`config.mk`:
```
export PLATFORM = sky130hd
export DESIGN_NAME = encode_seq_cntl_flat
export DESIGN_NICKNAME = d
export VERILOG_FILES = /design/src/rtl/ec_pkg.sv /design/src/rtl/encode_seq_cntl_if.sv /design/src/rtl/encode_seq_cntl.sv /design/src/flat_wrapper.sv
export SDC_FILE = /design/constraint.sdc
export NUM_CORES = 1
export LEC_CHECK = 0
export CAP_MARGIN = 20
export CORE_MARGIN = 5
export CORE_UTILIZATION = 58
export CTS_BUF_LIST = sky130_fd_sc_hd__clkbuf_8 sky130_fd_sc_hd__clkbuf_16
export CTS_CLUSTER_DIAMETER = 120
export DETAILED_ROUTE_END_ITERATION = 12
export GPL_TIMING_DRIVEN = 0
export HOLD_SLACK_MARGIN = 0.15
export PLACE_DENSITY_LB_ADDON = 0.3
export SYNTH_ARGS = -nofsm -noshare
export SYNTH_HDL_FRONTEND = slang
export SYNTH_SLANG_ARGS = --single-unit
```
`constraint.sdc`:
```
create_clock -name clk -period 8.35 [get_ports clk]
set_clock_uncertainty 0.1 [all_clocks]
set_input_delay 1.67 -clock clk [delete_from_list [all_inputs] [get_ports clk]]
set_output_delay 1.67 -clock clk [all_outputs]
set_load 0.05 [all_outputs]
```
`src/rtl/ec_pkg.sv`:
```
// Shared types and sizing helpers for the encode sequencer slice.
package ec_pkg;

  typedef enum logic [2:0] {
    IDLE,
    FETCH,
    LOAD,
    CALC,
    DONE
  } ec_state_e;

  // Width needed to hold the value m_max itself.
  function automatic int m_w(input int m_max);
    return $clog2(m_max + 1);
  endfunction

  // Width of a row index 0 .. m_max-1 (kept at least 1 bit wide).
  function automatic int row_w(input int m_max);
    return (m_max > 1) ? $clog2(m_max) : 1;
  endfunction

endpackage

```
`src/rtl/encode_seq_cntl_if.sv`:
```
// FIFO, bitmatrix memory and engine strobes driven by the encode sequencer.
interface encode_seq_cntl_if
  import ec_pkg::*;
#(
  parameter int M_MAX = 128,
  localparam int ROW_W = row_w(M_MAX)
);

  logic             inbuf_fifo_empty;
  logic             inbuf_fifo_rd_rq;
  logic             outbuf_fifo_afull;
  logic             outbuf_fifo_wr_rq;
  logic             bm_mem_rd_en;
  logic [ROW_W-1:0] bm_mem_rd_addr;
  logic             eng_calc_en;
  logic             eng_line_load;

  modport master (
    input  inbuf_fifo_empty, outbuf_fifo_afull,
    output inbuf_fifo_rd_rq, outbuf_fifo_wr_rq, bm_mem_rd_en,
           bm_mem_rd_addr, eng_calc_en, eng_line_load
  );

  modport slave (
    output inbuf_fifo_empty, outbuf_fifo_afull,
    input  inbuf_fifo_rd_rq, outbuf_fifo_wr_rq, bm_mem_rd_en,
           bm_mem_rd_addr, eng_calc_en, eng_line_load
  );

endinterface

```
`src/rtl/encode_seq_cntl.sv`:
```
// Job sequencer: per data line, pop one input line, load it into the engine,
// then issue M_eff bitmatrix row reads / parity calcs, throttled by output FIFO.
module encode_seq_cntl
  import ec_pkg::*;
#(
  parameter int M_MAX      = 128,
  parameter int M_MIN      = 2,
  parameter int LINE_CNT_W = 16,
  localparam int M_W       = m_w(M_MAX),
  localparam int ROW_W     = row_w(M_MAX)
) (
  input  logic                  clk,
  input  logic                  rstn,
  input  logic                  eng_rstn,
  input  logic                  cntrl_start,
  input  logic [M_W-1:0]        MReg,
  input  logic [LINE_CNT_W-1:0] line_cnt_reg,
  encode_seq_cntl_if.master     bus,
  output logic                  seq_busy,
  output logic                  seq_done
);

  ec_state_e             state;
  logic [ROW_W-1:0]      row;
  logic [LINE_CNT_W-1:0] lines_left;
  logic [M_W-1:0]        m_eff;

  function automatic logic [M_W-1:0] clamp_m(input logic [M_W-1:0] m);
    if (m < M_W'(M_MIN))      return M_W'(M_MIN);
    else if (m > M_W'(M_MAX)) return M_W'(M_MAX);
    else                      return m;
  endfunction

  always_ff @(posedge clk or negedge rstn) begin
    if (!rstn) begin
      state                 <= IDLE;
      row                   <= '0;
      lines_left            <= '0;
      m_eff                 <= '0;
      bus.inbuf_fifo_rd_rq  <= 1'b0;
      bus.eng_line_load     <= 1'b0;
      bus.bm_mem_rd_en      <= 1'b0;
      bus.bm_mem_rd_addr    <= '0;
      bus.eng_calc_en       <= 1'b0;
      bus.outbuf_fifo_wr_rq <= 1'b0;
      seq_busy              <= 1'b0;
      seq_done              <= 1'b0;
    end else if (!eng_rstn) begin
      state                 <= IDLE;
      row                   <= '0;
      lines_left            <= '0;
      m_eff                 <= '0;
      bus.inbuf_fifo_rd_rq  <= 1'b0;
      bus.eng_line_load     <= 1'b0;
      bus.bm_mem_rd_en      <= 1'b0;
      bus.bm_mem_rd_addr    <= '0;
      bus.eng_calc_en       <= 1'b0;
      bus.outbuf_fifo_wr_rq <= 1'b0;
      seq_busy              <= 1'b0;
      seq_done              <= 1'b0;
    end else begin
      bus.inbuf_fifo_rd_rq  <= 1'b0;
      bus.eng_line_load     <= 1'b0;
      bus.bm_mem_rd_en      <= 1'b0;
      bus.eng_calc_en       <= 1'b0;
      seq_done              <= 1'b0;
      // The parity row leaves the engine one cycle after its calc strobe.
      bus.outbuf_fifo_wr_rq <= bus.eng_calc_en;

      unique case (state)
        IDLE: begin
          if (cntrl_start) begin
            m_eff      <= clamp_m(MReg);
            lines_left <= line_cnt_reg;
            seq_busy   <= 1'b1;
            state      <= (line_cnt_reg == '0) ? DONE : FETCH;
          end
        end
        FETCH: begin
          if (!bus.inbuf_fifo_empty) begin
            bus.inbuf_fifo_rd_rq <= 1'b1;
            state                <= LOAD;
          end
        end
        LOAD: begin
          bus.eng_line_load <= 1'b1;
          row               <= '0;
          state             <= CALC;
        end
        CALC: begin
          // Address tracks the pending row even while stalled.
          bus.bm_mem_rd_addr <= row;
          if (!bus.outbuf_fifo_afull) begin
            bus.bm_mem_rd_en <= 1'b1;
            bus.eng_calc_en  <= 1'b1;
            row              <= row + ROW_W'(1);
            if (M_W'(row) == m_eff - M_W'(1)) begin
              lines_left <= lines_left - LINE_CNT_W'(1);
              state      <= (lines_left == LINE_CNT_W'(1)) ? DONE : FETCH;
            end
          end
        end
        DONE: begin
          // Also wait out a calc strobe still in flight so done never precedes the last push.
          if (!bus.outbuf_fifo_wr_rq && !bus.eng_calc_en) begin
            seq_done <= 1'b1;
            seq_busy <= 1'b0;
            state    <= IDLE;
          end
        end
        default: state <= IDLE;
      endcase
    end
  end

endmodule

```
`src/flat_wrapper.sv`:
```
// flat-port wrapper written by rule: the top's interface ports become plain ports
module encode_seq_cntl_flat import ec_pkg::*;
#(
  parameter int M_MAX      = 128,
  parameter int M_MIN      = 2,
  parameter int LINE_CNT_W = 16,
  localparam int M_W       = m_w(M_MAX),
  localparam int ROW_W     = row_w(M_MAX)
)
  (clk, rstn, eng_rstn, cntrl_start, MReg, line_cnt_reg, seq_busy, seq_done, bus_inbuf_fifo_empty, bus_outbuf_fifo_afull, bus_inbuf_fifo_rd_rq, bus_outbuf_fifo_wr_rq, bus_bm_mem_rd_en, bus_bm_mem_rd_addr, bus_eng_calc_en, bus_eng_line_load);
  encode_seq_cntl_if #(.M_MAX(M_MAX)) bus_i ();
  input  logic clk;
  input  logic rstn;
  input  logic eng_rstn;
  input  logic cntrl_start;
  input  logic [M_W-1:0] MReg;
  input  logic [LINE_CNT_W-1:0] line_cnt_reg;
  output logic seq_busy;
  output logic seq_done;
  input wire logic [$bits(bus_i.inbuf_fifo_empty)-1:0] bus_inbuf_fifo_empty;
  input wire logic [$bits(bus_i.outbuf_fifo_afull)-1:0] bus_outbuf_fifo_afull;
  output wire logic [$bits(bus_i.inbuf_fifo_rd_rq)-1:0] bus_inbuf_fifo_rd_rq;
  output wire logic [$bits(bus_i.outbuf_fifo_wr_rq)-1:0] bus_outbuf_fifo_wr_rq;
  output wire logic [$bits(bus_i.bm_mem_rd_en)-1:0] bus_bm_mem_rd_en;
  output wire logic [$bits(bus_i.bm_mem_rd_addr)-1:0] bus_bm_mem_rd_addr;
  output wire logic [$bits(bus_i.eng_calc_en)-1:0] bus_eng_calc_en;
  output wire logic [$bits(bus_i.eng_line_load)-1:0] bus_eng_line_load;
  assign bus_i.inbuf_fifo_empty = bus_inbuf_fifo_empty;
  assign bus_i.outbuf_fifo_afull = bus_outbuf_fifo_afull;
  assign bus_inbuf_fifo_rd_rq = bus_i.inbuf_fifo_rd_rq;
  assign bus_outbuf_fifo_wr_rq = bus_i.outbuf_fifo_wr_rq;
  assign bus_bm_mem_rd_en = bus_i.bm_mem_rd_en;
  assign bus_bm_mem_rd_addr = bus_i.bm_mem_rd_addr;
  assign bus_eng_calc_en = bus_i.eng_calc_en;
  assign bus_eng_line_load = bus_i.eng_line_load;
  encode_seq_cntl #(.M_MAX(M_MAX), .M_MIN(M_MIN), .LINE_CNT_W(LINE_CNT_W)) u_core (.clk(clk), .rstn(rstn), .eng_rstn(eng_rstn), .cntrl_start(cntrl_start), .MReg(MReg), .line_cnt_reg(line_cnt_reg), .bus(bus_i), .seq_busy(seq_busy), .seq_done(seq_done));
endmodule
```
I/O nets highlighted:
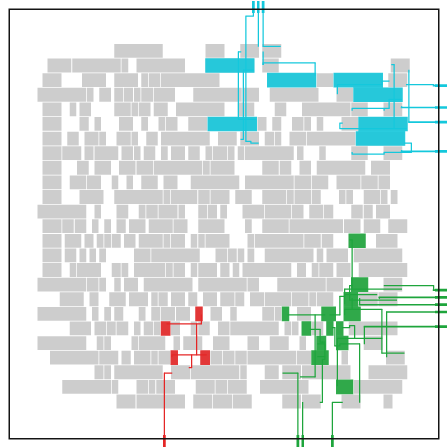
port	color	bits	direction	end cells	buffers	wire
`bus_bm_mem_rd_addr`	cyan	7	output	7	7	188 um
`cntrl_start`	red	1	input	4	1	36.6 um
`MReg`	green	8	input	13	8	252 um
PortBufs: 43
Top Ports: 44

Pin placement:
Pins as bars across the die edge, other pins in gray.
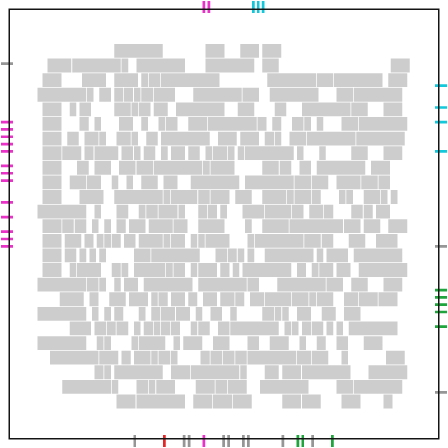
port	color	pins	direction	edge
`cntrl_start`	red	1	input	bottom
`line_cnt_reg`	magenta	16	input	13 left, 2 top, 1 bottom
`MReg`	green	8	input	5 right, 3 bottom
`bus_bm_mem_rd_addr`	cyan	7	output	4 right, 3 top

Clock wires, drivers and flops:
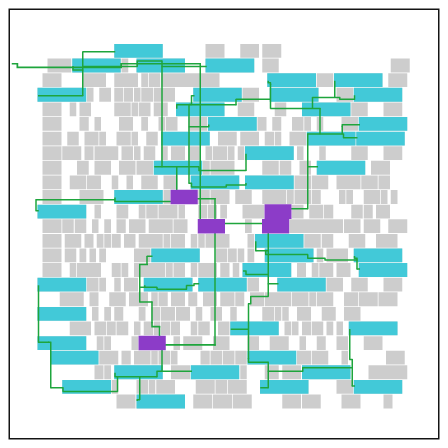
[flip-flops] cyan | count: 47
[clock-net drivers] purple | count: 5
[clock wires] green | length: 587 um
flops lie	all over the die
routed clock nets	6

Placed standard cells:
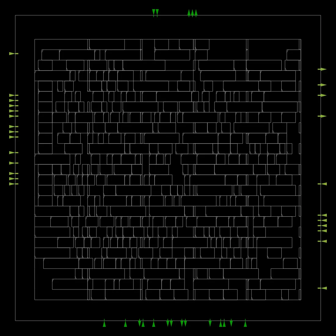
Layout Utilization: 73.4%
fraction of area in registers: 33.9%

==> flow_summary_export.csv <==
group,metric,value,unit
worst_setup_path,crit_top_cell,"clkbuf_1",
route,routed-via-count,2637,
grt,grtUsageMet3,4.06,%
floorplanning,fp_util,59.7,%
synthesis,yosysTopAreaCellShare,41.7,%
worst_setup_path,cp-startpoint,"cntrl_start",
final_layout,drive_above_1_share,8.45,%
grt,grt_overflow_total,0,
worst_setup_path,worst-path-buf-inv,4,
floorplanning,row_count,25,
clock_network,cts_buffer_depth,2,
route,wl_per_cell,16.9,um
final_layout,num-fill-cells,383,
synthesis,syn_inst,303,
worst_setup_path,path_cells,"clkdlybuf4s50_1 > nand2_1 > or2_2 > clkbuf_1 > and2_0 > clkbuf_1 > clkbuf_1 > nand2_1 > o22ai_2",
final_timing,finalCritPeriodShare,45.1,%
final_timing,fin_crit,3.77,ns
min_path,hold_path.class,"flip-flop to flip-flop",
synthesis,ys.flop_type,"dfrtp_1",
synthesis,yosysWarnings,0,
run,max_cap_violations,0,
clock_network,cts_resized,0,
worst_setup_path,crit_path_start_kind,"input port",
clock_network,cts-buffers-inserted,5,
power,power_density,218,nW/um2
final_timing,hold_ws,0.404,ns
synthesis,synth_flops,47,
route,drc,0,
final_layout,num_antenna_cells,0,
grt,grt_pass1_wl,12000,um
worst_setup_path,r2r_start,"u_core.m_eff[0]",
worst_setup_path,worstPathMaxFanout,10,
floorplanning,die_x,79.7,um
final_layout,ff_latch_area,1180,um2
route,drt-pass1-iter-count,5,
floorplanning,die_h,79.7,um
clock_network,cts_tree,"built",
final_layout,finalNetCount,388,
grt,grt_pass1_vias,2631,
grt,grt_use_met1,30.1,%
power,power,0.754,mW
place,routabilityCongestion,0.902,
grt,track_usage,23.9,%
clock_network,clk_latency,0.30,ns
final_timing,postLayoutSetupSlackWorst,4.58,ns
final_layout,mi_logic_area,1520,um2
final_timing,max_freq,265,MHz
synthesis,yosys-top-cells-count,"dfrtp_1 (47), nor2_1 (31), nand2_1 (30)",
grt,antenna_found_initial,0,
final_layout,final_cell_area,3460,um2
synthesis,ys_async_sr_fraction,100,%
worst_setup_path,cpPeakStageDelay,0.47,ns
floorplanning,core_region_area,4720,um2
final_layout,lay_top_count,"dfrtp_1",
status,status,"finished, final reports clean",
worst_setup_path,crit_arrival,3.89,ns
final_layout,lay_top_cells,"dfrtp_1 (47), clkdlybuf4s50_1 (42), nor2_1 (31), nand2_1 (30), and3_1 (14)",
grt,grt_max_degree,35,
clock_network,post_cts_buffers,0,
synthesis,yosys.stat.seqShare,41.7,%
floorplanning,die-area,6350,um2
grt,grtUsageMet2,41.2,%
power,leakagePower,1.48,nW
final_timing,rsz0062_at_grt,"no",
worst_setup_path,cp.required,8.47,ns
clock_network,cts-root-buf,"clkbuf_8",
place,place_ws,4.29,ns
[area by class of cell]
| type | count | share of cell area, % |
|---|---|---|
| timing repair buffer | 44 | 12.9 |
| clock inverter | 2 | 1.01 |
| sequential | 47 | 33.9 |
| clock buffer | 6 | 2.38 |
| buffer | 16 | 2.28 |
| inverter | 11 | 1.19 |
| multi-input combinational | 229 | 43.9 |
| tap | 67 | 2.42 |
[power by group]
part           total, mW  switching, mW  internal [mW]
clock network      0.175         0.0783         0.0970
registers          0.290         0.0310          0.259
logic              0.289          0.176          0.113
[final timing paths]
kind | endpoint | slack, ns | cells after the start
max | u_core.lines_left[9] | 4.58 | 9
max reg2reg | u_core.lines_left[5] | 5.23 | 10
min in group asynchronous | u_core.m_eff[3] | 1.16 | 1
min | u_core.bus.bm_mem_rd_addr[2] | 0.40 | 1
min reg2reg | u_core.bus.bm_mem_rd_addr[2] | 0.40 | 1
max in group asynchronous | u_core.lines_left[9] | 6.50 | 2
[flip-flops by register name, summed over array words and instances, names as in the netlist]
signal / count
u_core.lines_left: 16
u_core.m_eff: 8
u_core.bus.bm_mem_rd_addr: 7
u_core.row: 7
u_core.state: 3
u_core.bus.bm_mem_rd_en: 1
u_core.bus.eng_line_load: 1
u_core.bus.inbuf_fifo_rd_rq: 1
u_core.bus.outbuf_fifo_wr_rq: 1
u_core.seq_busy: 1
u_core.seq_done: 1
[logic make-up after synthesis]
| logic type | synth area share [%] |
|---|---|
| AOI/OAI and AO/OA | 22.8 |
| xor gates and xnor gates | 3.42 |
| buffers and inverters | 4.26 |
| DFF | 41.7 |
| and+or+nand+nor | 24.9 |
| muxes | 1.11 |
| adders and majority gates | 1.78 |
[layer usage]
layer  vias to the layer above  part of all wire [%]
met1                      1291                    42
met2                       111                    50
li1                       1220                     -
met5                         -                     0
met4                         0                   1.9
met3                        15                   6.5
No activity file was given, so power comes from the tool's default toggle rates.
